Fig. 1: sequential cells coloured by netlist name
Bar = 20 um. Other sequential cells in the stronger grey, the rest of the logic in the fainter grey.
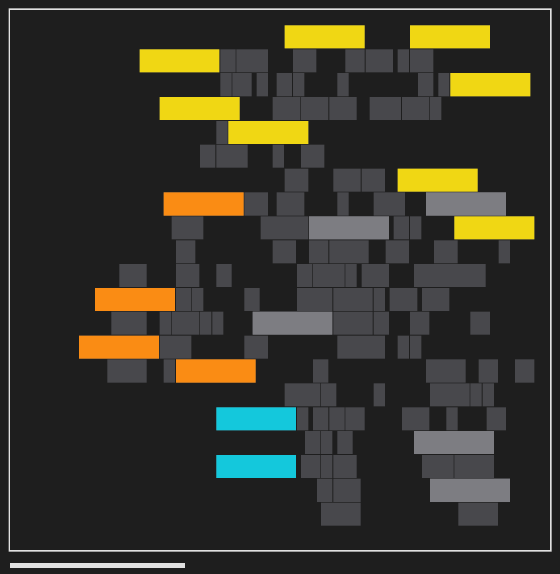
Fig. 2: clock wires, drivers and flops
Bar = 20 um.
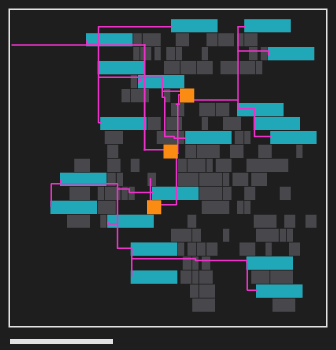
Fig. 3: cell outlines without signal wires
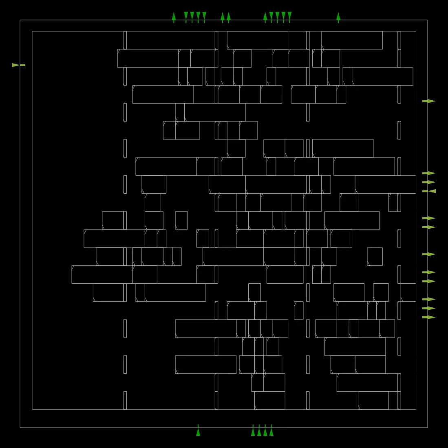
<file path="src/rtl/lfsr_rng_arbiter_if.sv">
// ---------------------------------------------------------------------------
// lfsr_rng_arbiter_if
//   Bundle between the random-number consumers (master) and the shared
//   LFSR arbiter (slave).
//
//   seed_load  master->slave  single-cycle pulse, load seed
//   seed       master->slave  seed value, sampled with seed_load
//   req        master->slave  level requests, one bit per requester
//   seed_ready slave->master  seed_load is accepted only while high
//   seeded     slave->master  a seed has been loaded since reset
//   gnt        slave->master  one-hot, high for the response cycle only
//   rnd_valid  slave->master  qualifies rnd_data
//   rnd_data   slave->master  current LFSR state
//   busy       slave->master  a grant is in flight
// ---------------------------------------------------------------------------
interface lfsr_rng_arbiter_if #(
    parameter int NREQ = 4
);
    logic            seed_load;
    logic [7:0]      seed;
    logic [NREQ-1:0] req;
    logic            seed_ready;
    logic            seeded;
    logic [NREQ-1:0] gnt;
    logic            rnd_valid;
    logic [7:0]      rnd_data;
    logic            busy;

    modport master (
        output seed_load, seed, req,
        input  seed_ready, seeded, gnt, rnd_valid, rnd_data, busy
    );

    modport slave (
        input  seed_load, seed, req,
        output seed_ready, seeded, gnt, rnd_valid, rnd_data, busy
    );
endinterface

</file>
<file path="src/rtl/lfsr_rng_arbiter.sv">
// ---------------------------------------------------------------------------
// lfsr_rng_arbiter
//   One 8-bit Fibonacci LFSR (taps 7,5,4,2, shift left, feedback into bit 0)
//   shared round-robin among NREQ requesters. Each grant runs STEPS shifts
//   and then presents the resulting byte for one cycle with gnt/rnd_valid.
//   Requests are held off until a seed is loaded; a zero seed is replaced
//   by DEFAULT_SEED so the LFSR can never sit in the all-zero state.
//
//   clk   clock, all state changes on posedge
//   rst   asynchronous, active-high reset
//   bus   lfsr_rng_arbiter_if slave modport (seed, requests, grant, data)
// ---------------------------------------------------------------------------
module lfsr_rng_arbiter #(
    parameter int         NREQ         = 4,
    parameter int         STEPS        = 8,
    parameter logic [7:0] DEFAULT_SEED = 8'hA5
) (
    input  logic               clk,
    input  logic               rst,
    lfsr_rng_arbiter_if.slave  bus
);

    localparam int         PW       = (NREQ > 1) ? $clog2(NREQ) : 1;
    localparam logic [3:0] CNT_LAST = 4'(STEPS - 1);

    typedef enum logic [1:0] {
        S_UNSEEDED = 2'd0,
        S_IDLE     = 2'd1,
        S_SHIFT    = 2'd2,
        S_RESP     = 2'd3
    } state_t;

    state_t          state_q;
    logic [7:0]      lfsr_q;
    logic [3:0]      cnt_q;
    logic [PW-1:0]   ptr_q;
    logic [PW-1:0]   win_q;
    logic            seeded_q;

    logic [PW-1:0]   win_d;
    logic            found;
    logic [7:0]      seed_val;
    logic            fb;

    // Zero seed would lock the LFSR at zero forever; substitute the default.
    assign seed_val = (bus.seed == 8'h00) ? DEFAULT_SEED : bus.seed;
    assign fb       = lfsr_q[7] ^ lfsr_q[5] ^ lfsr_q[4] ^ lfsr_q[2];

    // Round-robin pick: first requester at or after the pointer, wrapping.
    always_comb begin
        win_d = ptr_q;
        found = 1'b0;
        for (int k = 0; k < NREQ; k++) begin
            if (!found && bus.req[(int'(ptr_q) + k) % NREQ]) begin
                found = 1'b1;
                win_d = PW'((int'(ptr_q) + k) % NREQ);
            end
        end
    end

    always_ff @(posedge clk or posedge rst) begin
        if (rst) begin
            state_q  <= S_UNSEEDED;
            lfsr_q   <= 8'h00;
            cnt_q    <= 4'd0;
            ptr_q    <= '0;
            win_q    <= '0;
            seeded_q <= 1'b0;
        end else begin
            case (state_q)
                S_UNSEEDED: begin
                    if (bus.seed_load) begin
                        lfsr_q   <= seed_val;
                        seeded_q <= 1'b1;
                        state_q  <= S_IDLE;
                    end
                end
                S_IDLE: begin
                    // Reseed wins over a request; the request simply waits.
                    if (bus.seed_load) begin
                        lfsr_q <= seed_val;
                    end else if (found) begin
                        win_q   <= win_d;
                        cnt_q   <= 4'd0;
                        state_q <= S_SHIFT;
                    end
                end
                S_SHIFT: begin
                    lfsr_q <= {lfsr_q[6:0], fb};
                    cnt_q  <= cnt_q + 4'd1;
                    if (cnt_q == CNT_LAST) begin
                        state_q <= S_RESP;
                    end
                end
                S_RESP: begin
                    ptr_q   <= (win_q == PW'(NREQ - 1)) ? '0 : win_q + 1'b1;
                    state_q <= S_IDLE;
                end
                default: state_q <= S_UNSEEDED;
            endcase
        end
    end

    // Outputs are pure decodes of registered state, so an async reset
    // clears them in the same instant.
    always_comb begin
        bus.gnt = '0;
        if (state_q == S_RESP) begin
            bus.gnt[win_q] = 1'b1;
        end
    end

    assign bus.rnd_valid  = (state_q == S_RESP);
    assign bus.busy       = (state_q == S_SHIFT) || (state_q == S_RESP);
    assign bus.seed_ready = (state_q == S_UNSEEDED) || (state_q == S_IDLE);
    assign bus.seeded     = seeded_q;
    assign bus.rnd_data   = lfsr_q;

endmodule

</file>
<file path="src/flat_wrapper.sv">
// flat-port wrapper written by rule: the top's interface ports become plain ports
module lfsr_rng_arbiter_flat 
#(
    parameter int         NREQ         = 4,
    parameter int         STEPS        = 8,
    parameter logic [7:0] DEFAULT_SEED = 8'hA5
)
  (clk, rst, bus_seed_load, bus_seed, bus_req, bus_seed_ready, bus_seeded, bus_gnt, bus_rnd_valid, bus_rnd_data, bus_busy);
  lfsr_rng_arbiter_if #(.NREQ(NREQ)) bus_i ();
  input  logic clk;
  input  logic rst;
  input wire logic [$bits(bus_i.seed_load)-1:0] bus_seed_load;
  input wire logic [$bits(bus_i.seed)-1:0] bus_seed;
  input wire logic [$bits(bus_i.req)-1:0] bus_req;
  output wire logic [$bits(bus_i.seed_ready)-1:0] bus_seed_ready;
  output wire logic [$bits(bus_i.seeded)-1:0] bus_seeded;
  output wire logic [$bits(bus_i.gnt)-1:0] bus_gnt;
  output wire logic [$bits(bus_i.rnd_valid)-1:0] bus_rnd_valid;
  output wire logic [$bits(bus_i.rnd_data)-1:0] bus_rnd_data;
  output wire logic [$bits(bus_i.busy)-1:0] bus_busy;
  assign bus_i.seed_load = bus_seed_load;
  assign bus_i.seed = bus_seed;
  assign bus_i.req = bus_req;
  assign bus_seed_ready = bus_i.seed_ready;
  assign bus_seeded = bus_i.seeded;
  assign bus_gnt = bus_i.gnt;
  assign bus_rnd_valid = bus_i.rnd_valid;
  assign bus_rnd_data = bus_i.rnd_data;
  assign bus_busy = bus_i.busy;
  lfsr_rng_arbiter #(.NREQ(NREQ), .STEPS(STEPS), .DEFAULT_SEED(DEFAULT_SEED)) u_core (.clk(clk), .rst(rst), .bus(bus_i));
endmodule
</file>
<file path="config.mk">
export PLATFORM = sky130hd
export DESIGN_NAME = lfsr_rng_arbiter_flat
export DESIGN_NICKNAME = d
export VERILOG_FILES = /design/src/rtl/lfsr_rng_arbiter_if.sv /design/src/rtl/lfsr_rng_arbiter.sv /design/src/flat_wrapper.sv
export SDC_FILE = /design/constraint.sdc
export NUM_CORES = 1
export LEC_CHECK = 0
export CAP_MARGIN = 20
export CORE_MARGIN = 1.5
export CORE_UTILIZATION = 35
export DETAILED_ROUTE_END_ITERATION = 10
export DONT_BUFFER_PORTS = 1
export PLACE_DENSITY_LB_ADDON = 0.25
export REMOVE_ABC_BUFFERS = 1
export SLEW_MARGIN = 20
export SYNTH_ARGS = -nofsm -noshare
export SYNTH_HDL_FRONTEND = slang
export SYNTH_SLANG_ARGS = --single-unit
</file>
<file path="constraint.sdc">
create_clock -name clk -period 2.2 [get_ports clk]
set_clock_uncertainty 0.15 [all_clocks]
set_input_delay 0.44 -clock clk [delete_from_list [all_inputs] [get_ports clk]]
set_output_delay 0.44 -clock clk [all_outputs]
set_load 0.02 [all_outputs]
</file>
==> out/metrics.yaml <==
placed_design:
  dp.final_hpwl_mm: 1.83
layout:
  design_area_sq_um: 1280
  num_antenna_cells: 0
  fillers: 343
synthesis:
  synthArstFlopShare_pct: 100
  ys_sh_simple_pct: 15.2
  numSynthFlops: 19
  ys_chip_area_sq_um: 1200
  synth-xor-area-share_pct: 2.19
  top_area_cell: "dfrtp_1"
  aoi_share_pct: 17.0
  edf_count: 0
critical_path:
  r2r_start: "u_core.state_q[0]$_DFFE_PP0P_"
  critical_path_class: "flop to output port"
die:
  fp_util_pct: 36.2
  core_sq_um: 3310
final_timing:
  hold_viol_final: 11
  timing.hold.ws_ns: -0.00529
outcome:
  failed_checks: "negative hold slack"
  status: "complete, but fails checks"
clock_network:
  cts_made_buffers: 3
global_routing:
  grt_pass1_vias: 836
About Fig. 1:
colour	signal	placed flops
cyan	u_core.ptr_q	2
yellow	u_core.bus.rnd_data	8
orange	u_core.cnt_q	4
Storage cell area: 475 sq um
Seq. pwr: 0.000750 W

About Fig. 2:
[magenta] clock wires | length: 282 um
[orange] clock drivers | count: 3
[cyan] flip-flops | count: 19
routed clock nets	4
Clk pwr share: 9.8%
P_clk: 0.000184 W
clock latency on the worst-skew pair: 0.30 ns

About Fig. 3:
non-filler cells, final: 170
num rows: 21
Flops: 19

-- kinds of logic (layout without fill, tap and decap cells) --
kind of cell / Yosys count / after routing
compound gates: 29 / 29
buf+inv: 16 / 19
simple gates: 34 / 34
xor+xnor: 3 / 3
flops: 19 / 19
mux: 10 / 10
fa+ha+maj: 10 / 10
-- area by class of cell --
type	count	area share [%]
tap	46	4.48
multi-input combinational	86	51.4
timing repair buffer	2	1.17
inverter	13	3.80
clock buffer	3	1.75
clock inverter	1	0.390
sequential	19	37.0
-- metal layers --
metal  wire (um)  share of wire, %
met2        1170                50
met3          92               3.9
met4          29               1.2
met1        1050                45
met5           0                 0
-- per-stage QoR --
stage               worst slack, ns  utilization [%]  total power (W)  hold slack (ns)  instances
global placement              0.272             37.8          0.00166            0.351        166
detailed placement            0.216             37.8          0.00170            0.361        166
CTS                          0.0661             38.6          0.00188           0.0174        170
floorplan                     0.282                -          0.00149            0.241        118
global route                 0.0446             38.8          0.00203           0.0531        170
finish                        0.185             38.8          0.00187         -0.00529        170
-- worst paths after layout --
path / to / depth (start not counted)
max reg2reg: u_core.bus.rnd_data[2]$_DFFE_PP0P_ / 6
min reg2reg: u_core.cnt_q[0]$_DFFE_PP0P_ / 1
min: u_core.bus.seeded$_DFFE_PP0P_ / 1
min in group clk: u_core.bus.seeded$_DFFE_PP0P_ / 1
max in group asynchronous: u_core.win_q[1]$_DFFE_PP0P_ / 1
max: bus_busy / 3
-- critical path, stage by stage (launching register included) --
cell and delay [ns]:
dfrtp_1 0.42, inv_1 0.10, ha_2 0.25, or2_2 0.35
-- flip-flops by register name (all words and copies together) (netlist names) --
name and count:
u_core.bus.seeded 1, u_core.cnt_q 4, u_core.state_q 2, u_core.win_q 2, u_core.ptr_q 2, u_core.bus.rnd_data 8
-- report_power, final --
part           leakage, nW  internal (W)  switching, W
Combinational        0.359      0.000418      0.000519
Sequential           0.232      0.000503      0.000247
Clock               0.0177     0.0000678      0.000116
Total                0.608      0.000989      0.000883
-- Yosys cell counts (2+ instances only) --
cell type	n
o21ai_2	2
a221o_1	2
mux2i_1	6
inv_1	13
ha_1	10
nor4_1	2
mux2_2	3
nand3_1	3
nor2_1	5
nor2b_1	2
and2_1	4
a21o_1	5
buf_2	2
xor2_1	2
a21oi_1	3
nand2_1	10
a221oi_1	4
o21ai_0	9
dfrtp_1	19
-- repair_timing --
action / in CTS / in global routing
hold buffers: 0 / 0
endpoints found under the setup margin: 0 / 1
gates resized: 0 / 2
No activity file was given, so power comes from the tool's default toggle rates.
